File: src/rtl/pq_pkg.sv
// Shared types and constants for the auto priority-queue controller:
// FSM state encoding, LFSR seed/taps, per-state RGB codes.
package pq_pkg;

  typedef enum logic [2:0] {
    ST_IDLE    = 3'd0,
    ST_START   = 3'd1,
    ST_ADD     = 3'd2,
    ST_REMOVE  = 3'd3,
    ST_DISPLAY = 3'd4
  } state_e;

  // 16-bit Galois LFSR, x^16 + x^14 + x^13 + x^11, shifting right.
  localparam logic [15:0] LFSR_SEED = 16'hACE1;
  localparam logic [15:0] LFSR_TAPS = 16'hB400;

  typedef struct packed {
    logic [2:0] r;
    logic [2:0] g;
    logic [2:0] b;
  } rgb_t;

  localparam rgb_t RGB_IDLE      = {3'd0, 3'd0, 3'd7};
  localparam rgb_t RGB_START     = {3'd7, 3'd7, 3'd7};
  localparam rgb_t RGB_ADD       = {3'd0, 3'd7, 3'd0};
  localparam rgb_t RGB_REMOVE    = {3'd7, 3'd0, 3'd0};
  localparam rgb_t RGB_DISP_FULL = {3'd7, 3'd7, 3'd0};
  localparam rgb_t RGB_OFF       = {3'd0, 3'd0, 3'd0};

  // One Galois step: shift right, fold the taps in when a one falls out.
  function automatic logic [15:0] lfsr_step(input logic [15:0] v);
    return {1'b0, v[15:1]} ^ (v[0] ? LFSR_TAPS : 16'h0000);
  endfunction

endpackage

File: src/rtl/pq_regarray.sv
// Sorted register array: entry 0 always holds the minimum key. An inserted
// key lands behind any equal keys already stored, so ties leave in arrival
// order. Slots at or above count are kept at zero.
module pq_regarray
  import pq_pkg::*;
#(
  parameter int KW    = 4,
  parameter int DEPTH = 8
) (
  input  logic                         clk,
  input  logic                         rst,
  input  logic                         ins,
  input  logic                         rem,
  input  logic [KW-1:0]                key_in,
  output logic [KW-1:0]                key_out,
  output logic [$clog2(DEPTH+1)-1:0]   count,
  output logic                         full,
  output logic                         empty
);

  localparam int CW = $clog2(DEPTH+1);

  logic [KW-1:0]             mem_q [DEPTH];
  logic [DEPTH-1:0][KW-1:0]  mem_d;
  logic [CW-1:0]             count_q, count_d;
  logic [DEPTH-1:0]          valid;
  logic [DEPTH-1:0]          keep;
  logic                      do_ins, do_rem;

  assign full    = (count_q == CW'(DEPTH));
  assign empty   = (count_q == '0);
  assign do_ins  = ins && !full;
  assign do_rem  = rem && !ins && !empty;
  assign key_out = mem_q[0];
  assign count   = count_q;

  for (genvar gi = 0; gi < DEPTH; gi++) begin : g_slot
    logic [KW-1:0] below_key, above_key;
    logic          below_keep, below_valid;

    // A slot keeps its key on insert when it is occupied and not larger than the new key.
    assign valid[gi] = (CW'(gi) < count_q);
    assign keep[gi]  = valid[gi] && !(mem_q[gi] > key_in);

    if (gi == 0) begin : g_first
      assign below_key   = '0;
      assign below_keep  = 1'b1;
      assign below_valid = 1'b0;
    end else begin : g_rest
      assign below_key   = mem_q[gi-1];
      assign below_keep  = keep[gi-1];
      assign below_valid = valid[gi-1];
    end

    if (gi == DEPTH-1) begin : g_last
      assign above_key = '0;
    end else begin : g_inner
      assign above_key = mem_q[gi+1];
    end

    // Insert: first non-kept slot takes the key, occupied slots above shift up.
    // Remove: everything shifts toward the head, zero enters at the top.
    assign mem_d[gi] = do_ins ? (keep[gi]    ? mem_q[gi] :
                                 below_keep  ? key_in    :
                                 below_valid ? below_key : mem_q[gi])
                     : do_rem ? above_key
                     : mem_q[gi];
  end

  // Occupancy follows the accepted operation.
  always_comb begin
    count_d = count_q;
    if (do_ins) begin
      count_d = count_q + CW'(1);
    end else if (do_rem) begin
      count_d = count_q - CW'(1);
    end
  end

  // Storage and occupancy registers, cleared by the active-low reset.
  always_ff @(posedge clk) begin
    if (!rst) begin
      count_q <= '0;
      for (int i = 0; i < DEPTH; i++) mem_q[i] <= '0;
    end else begin
      count_q <= count_d;
      for (int i = 0; i < DEPTH; i++) mem_q[i] <= mem_d[i];
    end
  end

endmodule

File: src/rtl/auto_pq_ctrl.sv
// Self-running priority-queue demo: inserts pseudo-random keys and removes
// minima in either fill-then-drain or add-add-remove order, holding each
// result on display for HOLD_CYCLES cycles.
module auto_pq_ctrl
  import pq_pkg::*;
#(
  parameter int KW          = 4,
  parameter int DEPTH       = 8,
  parameter int HOLD_CYCLES = 50_000_000
) (
  input  logic                         clk,
  input  logic                         rst,
  input  logic                         start,
  input  logic                         mode,
  output logic [KW-1:0]                data1,
  output logic [KW-1:0]                data2,
  output logic [$clog2(DEPTH+1)-1:0]   count,
  output logic [2:0]                   red,
  output logic [2:0]                   green,
  output logic [2:0]                   blue,
  output logic                         sigIDLE,
  output logic                         sigSTART,
  output logic                         sigADD,
  output logic                         sigREMOVE,
  output logic                         sigDISPLAY,
  output logic                         sigFULL,
  output logic                         sigEMPTY
);

  localparam int            DW         = (HOLD_CYCLES > 1) ? $clog2(HOLD_CYCLES) : 1;
  localparam logic [DW-1:0] DWELL_LAST = DW'(HOLD_CYCLES - 1);

  state_e        state_q, state_d;
  logic          mode_q, mode_d;
  logic [1:0]    phase_q, phase_d, phase_step;
  logic          drain_q, drain_d;
  logic [DW-1:0] dwell_q, dwell_d;
  logic [15:0]   lfsr_q, lfsr_d;
  logic [KW-1:0] data1_q, data1_d;
  logic [KW-1:0] data2_q, data2_d;

  logic          pq_ins, pq_rem, pq_full, pq_empty;
  logic [KW-1:0] pq_key_out;
  rgb_t          rgb;

  pq_regarray #(
    .KW    (KW),
    .DEPTH (DEPTH)
  ) u_regarray (
    .clk     (clk),
    .rst     (rst),
    .ins     (pq_ins),
    .rem     (pq_rem),
    .key_in  (lfsr_q[KW-1:0]),
    .key_out (pq_key_out),
    .count   (count),
    .full    (pq_full),
    .empty   (pq_empty)
  );

  // Phase walks 0,1,2 so that interleaved mode does ADD, ADD, REMOVE.
  assign phase_step = (phase_q == 2'd2) ? 2'd0 : phase_q + 2'd1;
  assign lfsr_d     = lfsr_step(lfsr_q);

  // Next-state logic; the queue decision is taken on the last DISPLAY cycle.
  always_comb begin
    state_d = state_q;
    mode_d  = mode_q;
    phase_d = phase_q;
    drain_d = drain_q;
    dwell_d = dwell_q;
    data1_d = data1_q;
    data2_d = data2_q;
    pq_ins  = 1'b0;
    pq_rem  = 1'b0;
    case (state_q)
      ST_IDLE: begin
        if (start) state_d = ST_START;
      end
      ST_START: begin
        mode_d  = mode;
        phase_d = 2'd0;
        drain_d = 1'b0;
        state_d = ST_ADD;
      end
      ST_ADD: begin
        pq_ins  = 1'b1;
        data2_d = lfsr_q[KW-1:0];
        phase_d = phase_step;
        dwell_d = '0;
        state_d = ST_DISPLAY;
      end
      ST_REMOVE: begin
        pq_rem  = 1'b1;
        data1_d = pq_key_out;
        phase_d = phase_step;
        dwell_d = '0;
        state_d = ST_DISPLAY;
      end
      ST_DISPLAY: begin
        if (dwell_q == DWELL_LAST) begin
          dwell_d = '0;
          if (drain_q || pq_full) begin
            // Once the queue has filled, only removals remain until empty.
            drain_d = 1'b1;
            state_d = pq_empty ? ST_IDLE : ST_REMOVE;
          end else if (!mode_q || phase_q != 2'd2 || pq_empty) begin
            state_d = ST_ADD;
          end else begin
            state_d = ST_REMOVE;
          end
        end else begin
          dwell_d = dwell_q + DW'(1);
        end
      end
      default: state_d = ST_IDLE;
    endcase
  end

  // Controller registers; the LFSR free-runs whenever out of reset.
  always_ff @(posedge clk) begin
    if (!rst) begin
      state_q <= ST_IDLE;
      mode_q  <= 1'b0;
      phase_q <= 2'd0;
      drain_q <= 1'b0;
      dwell_q <= '0;
      lfsr_q  <= LFSR_SEED;
      data1_q <= '0;
      data2_q <= '0;
    end else begin
      state_q <= state_d;
      mode_q  <= mode_d;
      phase_q <= phase_d;
      drain_q <= drain_d;
      dwell_q <= dwell_d;
      lfsr_q  <= lfsr_d;
      data1_q <= data1_d;
      data2_q <= data2_d;
    end
  end

  // State indicators and RGB colour decoded from the current state.
  always_comb begin
    rgb        = RGB_OFF;
    sigIDLE    = 1'b0;
    sigSTART   = 1'b0;
    sigADD     = 1'b0;
    sigREMOVE  = 1'b0;
    sigDISPLAY = 1'b0;
    case (state_q)
      ST_IDLE:    begin sigIDLE   = 1'b1; rgb = RGB_IDLE;   end
      ST_START:   begin sigSTART  = 1'b1; rgb = RGB_START;  end
      ST_ADD:     begin sigADD    = 1'b1; rgb = RGB_ADD;    end
      ST_REMOVE:  begin sigREMOVE = 1'b1; rgb = RGB_REMOVE; end
      ST_DISPLAY: begin
        sigDISPLAY = 1'b1;
        rgb        = pq_full ? RGB_DISP_FULL : RGB_OFF;
      end
      default:    begin sigIDLE   = 1'b1; rgb = RGB_IDLE;   end
    endcase
  end

  assign data1    = data1_q;
  assign data2    = data2_q;
  assign red      = rgb.r;
  assign green    = rgb.g;
  assign blue     = rgb.b;
  assign sigFULL  = pq_full;
  assign sigEMPTY = pq_empty;

endmodule
File: config.mk
export PLATFORM = sky130hd
export DESIGN_NAME = auto_pq_ctrl
export DESIGN_NICKNAME = d
export VERILOG_FILES = /design/src/rtl/pq_pkg.sv /design/src/rtl/pq_regarray.sv /design/src/rtl/auto_pq_ctrl.sv
export SDC_FILE = /design/constraint.sdc
export NUM_CORES = 1
export LEC_CHECK = 0
export CORE_MARGIN = 2
export CORE_UTILIZATION = 30
export DETAILED_ROUTE_END_ITERATION = 10
export GPL_TIMING_DRIVEN = 0
export PLACE_DENSITY = 0.49
export SLEW_MARGIN = 20
export SYNTH_ARGS = -nofsm -noshare
export SYNTH_HDL_FRONTEND = slang
export SYNTH_SLANG_ARGS = --single-unit
export TNS_END_PERCENT = 1
File: constraint.sdc
create_clock -name clk -period 3.2 [get_ports clk]
set_input_delay 0.32 -clock clk [delete_from_list [all_inputs] [get_ports clk]]
set_output_delay 0.32 -clock clk [all_outputs]
set_load 0.005 [all_outputs]
==> run_1/pdn.png <==
The bar under the picture is 50 um long. Pins as bars on the die edge. Tap cells in gray.
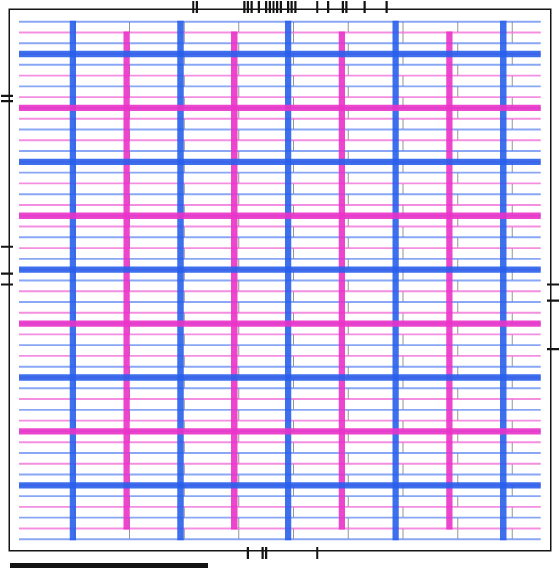
- magenta: VDD
- blue: VSS
- tap cells: 225
- signal pins: 32
- met5 straps: 9
- rows: 48
- met4 straps: 9

==> run_1/wire_density.png <==
27 x 27 tiles, from dark blue (low) to red (high), scaled to the fullest tile. Values are wire area over tile area, all layers added.
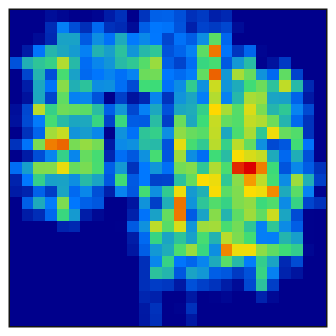
- mean over tiles: 0.13
- nearly empty tiles: 30%
- tiles over half the peak: 19%

==> run_1/final_placement.png <==
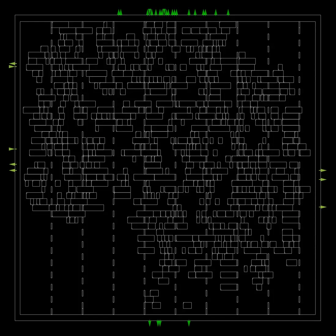
fill count: 1852
area of the core: 0.0172 sq mm

==> summary.txt, run 1 <==
run results: r2r setup slk=between 0.15 and 0.2 ns, fin crit share=0.946, register area share after synthesis=0.355, clk slew on worst S/H paths=0.07 ns, sequential power share=0.444, Pwr per Cell Area=436 mW/mm^2, Max Root-Sink Buffers=2, Post-DRT Antenna Nets=0, Die H=~140 um, met2 routed wirelength=~7600 um, yosys cell count=617, Die Size=0.0186 sq mm, simple-gate share of the synthesized area=0.226, Synth Area per Inst=8.50 sq um, setup_tns=0 ns, Sw Ratio=0.242, Clk power=between 1 and 1.5 mW, DP Wirelength=11400 um, global route total overflow=0, Syn Nets=657, relative slew slack=0.459, XOR/XNOR Fraction of Synth Area=0.0317, post-synthesis compound-gate area fraction=0.224, Setup Skew=0.0119 ns, Internal Power=2.05 mW, Mux area share=0.0210, most instantiated logic cells after routing=dfxtp_1 (93), nand2_1 (50), nor2_1 (50), Placed Area=0.00584 sq mm, Worst Setup SP=lfsr_q[1]$_SDFF_PN0_, asr flop ratio synth=0, CP top delay family=AND-OR/OR-AND gates, quantity of hold-fixing buffers added after cts=0, # setup viols final=0, ys flops=slightly above 90, biggest regs=u_regarray.mem_q: 32 flops, dwell_q: 26 flops, lfsr_q: 16 flops, GR Util met1=0.219, outcome=finished, final reports clean, Comb gate area=0.00310 sq mm, Tmin final=3.03 ns, fa+ha+maj area frac=0.0859, Top Consumer=clock, mapped cell area=0.00525 sq mm, die width=136 um, critical path endpoint=u_regarray.mem_q[0][6]$_SDFFE_PN0P_, largest net degree at the start of global routing=16, Log Warnings=28, first-pass GRT wire length=about 25000 um, critical path arrival=3.23 ns, met2 Use GR=0.294, NumNets Final=699, highest routed layer=met4, Sequential cell area=0.00186 sq mm, WL final=about 16000 um, Leak Pwr=2.21 nW, Synth warnings=0, FP Core Util=0.305, Post-Route M1 WL=7260 um, Worst path max stage delay=roughly 0.50 ns, Placer Congestion=0.856, antenna violations before repair=0, Clk pwr share=0.453, worst setup path category=flop to flop, Port Buffers=31, min-delay src=lfsr_q[6]$_SDFF_PN1_, Worst-Margin Slew=0.812 ns, met3 WL=516 um, Finished Cell Area=0.00619 sq mm, most numerous cell in the Yosys netlist=dfxtp_1, RSZ-0062 raised after global routing=false, Latency at later pin=0.35 ns, CP max FO=14, DR pass1 iterations=5, Site Rows=~48, Syn-to-layout area delta=18.1%, reg-to-reg endpoint=u_regarray.mem_q[0][6]$_SDFFE_PN0P_, post-synth top area cell=dfxtp_1
run 1: through the flow:
stage | util | setup slack (ns) | instances | total power, mW
finish | 0.361 | 0.171 | 889 | 2.70
detailed placement | 0.340 | 0.0925 | 873 | 1.50
CTS | 0.360 | 0.0424 | 889 | 2.72
global placement | 0.340 | 0.190 | 873 | 1.49
global route | 0.361 | 0.0157 | 889 | 2.80
floorplan | - | 0.872 | 617 | 1.39
run 1: layout make-up:
class                      count  share of cell area
buffer                        30              0.0285
timing repair buffer          31              0.0501
inverter                      30              0.0200
sequential                    93               0.301
clock inverter                 4              0.0125
clock buffer                  12              0.0430
tap                          225              0.0454
multi-input combinational    464               0.500
==> run_1/cell_classes.png <==
Fill, decap, tap and diode cells in gray.
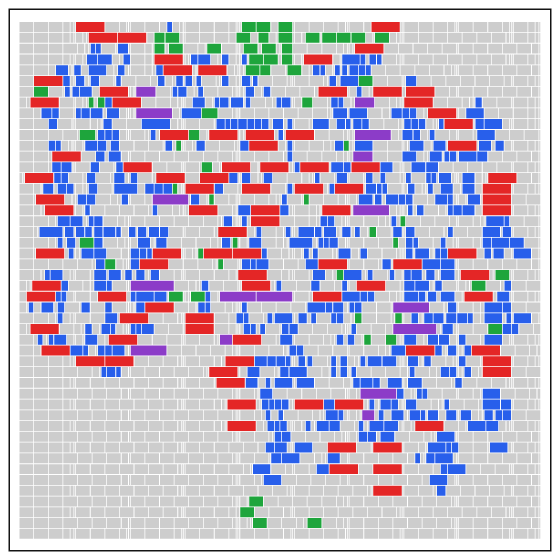

## Run 2: what changed since run 1
--- a/config.mk
+++ b/config.mk
@@ -5,11 +5,13 @@
 export SDC_FILE = /design/constraint.sdc
 export NUM_CORES = 1
 export LEC_CHECK = 0
+export CELL_PAD_IN_SITES_DETAIL_PLACEMENT = 1
+export CELL_PAD_IN_SITES_GLOBAL_PLACEMENT = 2
 export CORE_MARGIN = 2
 export CORE_UTILIZATION = 30
 export DETAILED_ROUTE_END_ITERATION = 10
 export GPL_TIMING_DRIVEN = 0
-export PLACE_DENSITY = 0.49
+export PLACE_DENSITY = 0.7
 export SLEW_MARGIN = 20
 export SYNTH_ARGS = -nofsm -noshare
 export SYNTH_HDL_FRONTEND = slang
==> run_2/cell_classes.png <==
Fill, decap, tap and diode cells in gray.
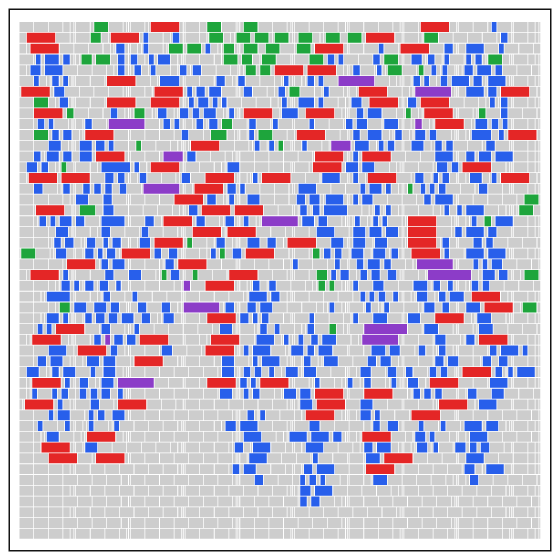
- green: other buffers and delay cells (cells 61; share of their area 8.3%)
- blue: all other logic (cells 494; share of their area 55%)
- purple: clock drivers and dummy loads (cells 16; share of their area 5.5%)
- red: flops (cells 93; share of their area 32%)
Final Core Density: 0.360
Finished Cell Area: 0.00618 sq mm
Site Rows: 48
sequential share of cell area: 0.301

==> summary.txt, run 2 <==
run results: outcome=finished, final reports clean, clk slew on worst S/H paths=0.07 ns (about the same), ys flops=93 (unchanged), Top Consumer=sequential cells, flop count=93 (unchanged), die width=136 um (unchanged), Die H=136 um (unchanged), Post-DRT Antenna Nets=0 (unchanged), NumNets Final=699 (unchanged), invs w/o clock=30 (unchanged), setup_tns=0 ns (unchanged), RSZ-0062 raised after global routing=true, Tmin final=3.01 ns (-0.0194 ns), Worst Setup SP=lfsr_q[1]$_SDFF_PN0_, Die Size=0.0186 sq mm (unchanged), yosys cell count=617 (unchanged), Synth warnings=0 (unchanged), Log Warnings=29 (+3.6%), sequential power share=0.448 (+0.004), fin crit share=0.940 (-0.00606), antenna violations before repair=0 (unchanged), Comb gate area=0.00310 sq mm (+0.12%), Sequential cell area=0.00186 sq mm (unchanged), number of non-clock buffers=61 (unchanged), Signal buf overhead=0.0787 (+0.000175), critical path arrival=3.26 ns (+0.03 ns), Port Buffers=31 (unchanged), worst setup path category=flop to flop, Placer Congestion=0.841 (-1.8%), clock network area share=0.0528 (-0.00271), Worst-Margin Slew=0.813 ns (+0.00163 ns), Max Root-Sink Buffers=2 (unchanged), biggest regs=u_regarray.mem_q: 32 flops, dwell_q: 26 flops, lfsr_q: 16 flops, Clk power=1.20 mW (about the same), DR pass1 iterations=4 (-1), Syn Nets=657 (unchanged), Final Non-Filler Cells=889 (unchanged), reg-to-reg endpoint=u_regarray.mem_q[1][8]$_SDFFE_PN0P_, register area share after synthesis=0.355 (unchanged), critical path endpoint=u_regarray.mem_q[1][8]$_SDFFE_PN0P_, Worst path max stage delay=0.63 ns (+0.13 ns), Syn-to-layout area delta=17.8%, Taps Inserted=225 (unchanged), quantity of hold-fixing buffers added after cts=0 (unchanged), Leak Pwr=2.21 nW (about the same), worst slack, placed=0.0706 ns (-0.0220 ns), hold_ws=0.412 ns, largest net degree at the start of global routing=15 (-1), post-synthesis compound-gate area fraction=0.224 (unchanged), P_comb=between 0.2 and 0.3 mW, XOR/XNOR Fraction of Synth Area=0.0317 (unchanged), Clk pwr share=0.446 (-0.007), Pwr per Cell Area=434 mW/mm^2 (-0.59%), Mux area share=0.0210 (unchanged), r2r setup slk=0.19 ns (+0.02 ns), asr flop ratio synth=0 (unchanged), Internal Power=2.02 mW (-1.3%), FP Core Util=0.305 (unchanged), Setup WS post-layout=0.191 ns (+0.0194 ns), first-pass GRT wire length=27900 um (+12%), Comb/total area=0.502 (+0.00172), placed insts=873 (unchanged), area of the core=0.0172 sq mm (unchanged), fill count=2059 (+11%), Synth Area per Inst=8.50 sq um (unchanged), min-delay src=lfsr_q[7]$_SDFF_PN1_, Sw Ratio=0.246 (+0.00409), # setup viols final=0 (unchanged), global route total overflow=0 (unchanged), clock buf count=12 (unchanged), post-synth top area cell=dfxtp_1
## run 2: cell types whose count changed in the layout (fill, tap and decap cells not counted), sizes merged
cell    change
clkinv      +1
inv         -1
## run 2: critical path: cells and delay by family (launching register included)
family          cells  cell delay, ns
compound gates      4            1.16
buf+inv             1            0.63
flops               1            0.38
fa+ha+maj           1            0.37
simple gates        2            0.37
## run 2: metal layers
| layer | global-route usage | up-vias | share of wire |
|---|---|---|---|
| met5 | 0 | - | 0 |
| met4 | 0.0660 | 0 | 0.024 |
| met3 | 0.0328 | 33 | 0.025 |
| met2 | 0.339 | 63 | 0.49 |
| met1 | 0.245 | 2403 | 0.46 |
| li1 | - | 2341 | - |
No activity file was given, so power comes from the tool's default toggle rates.
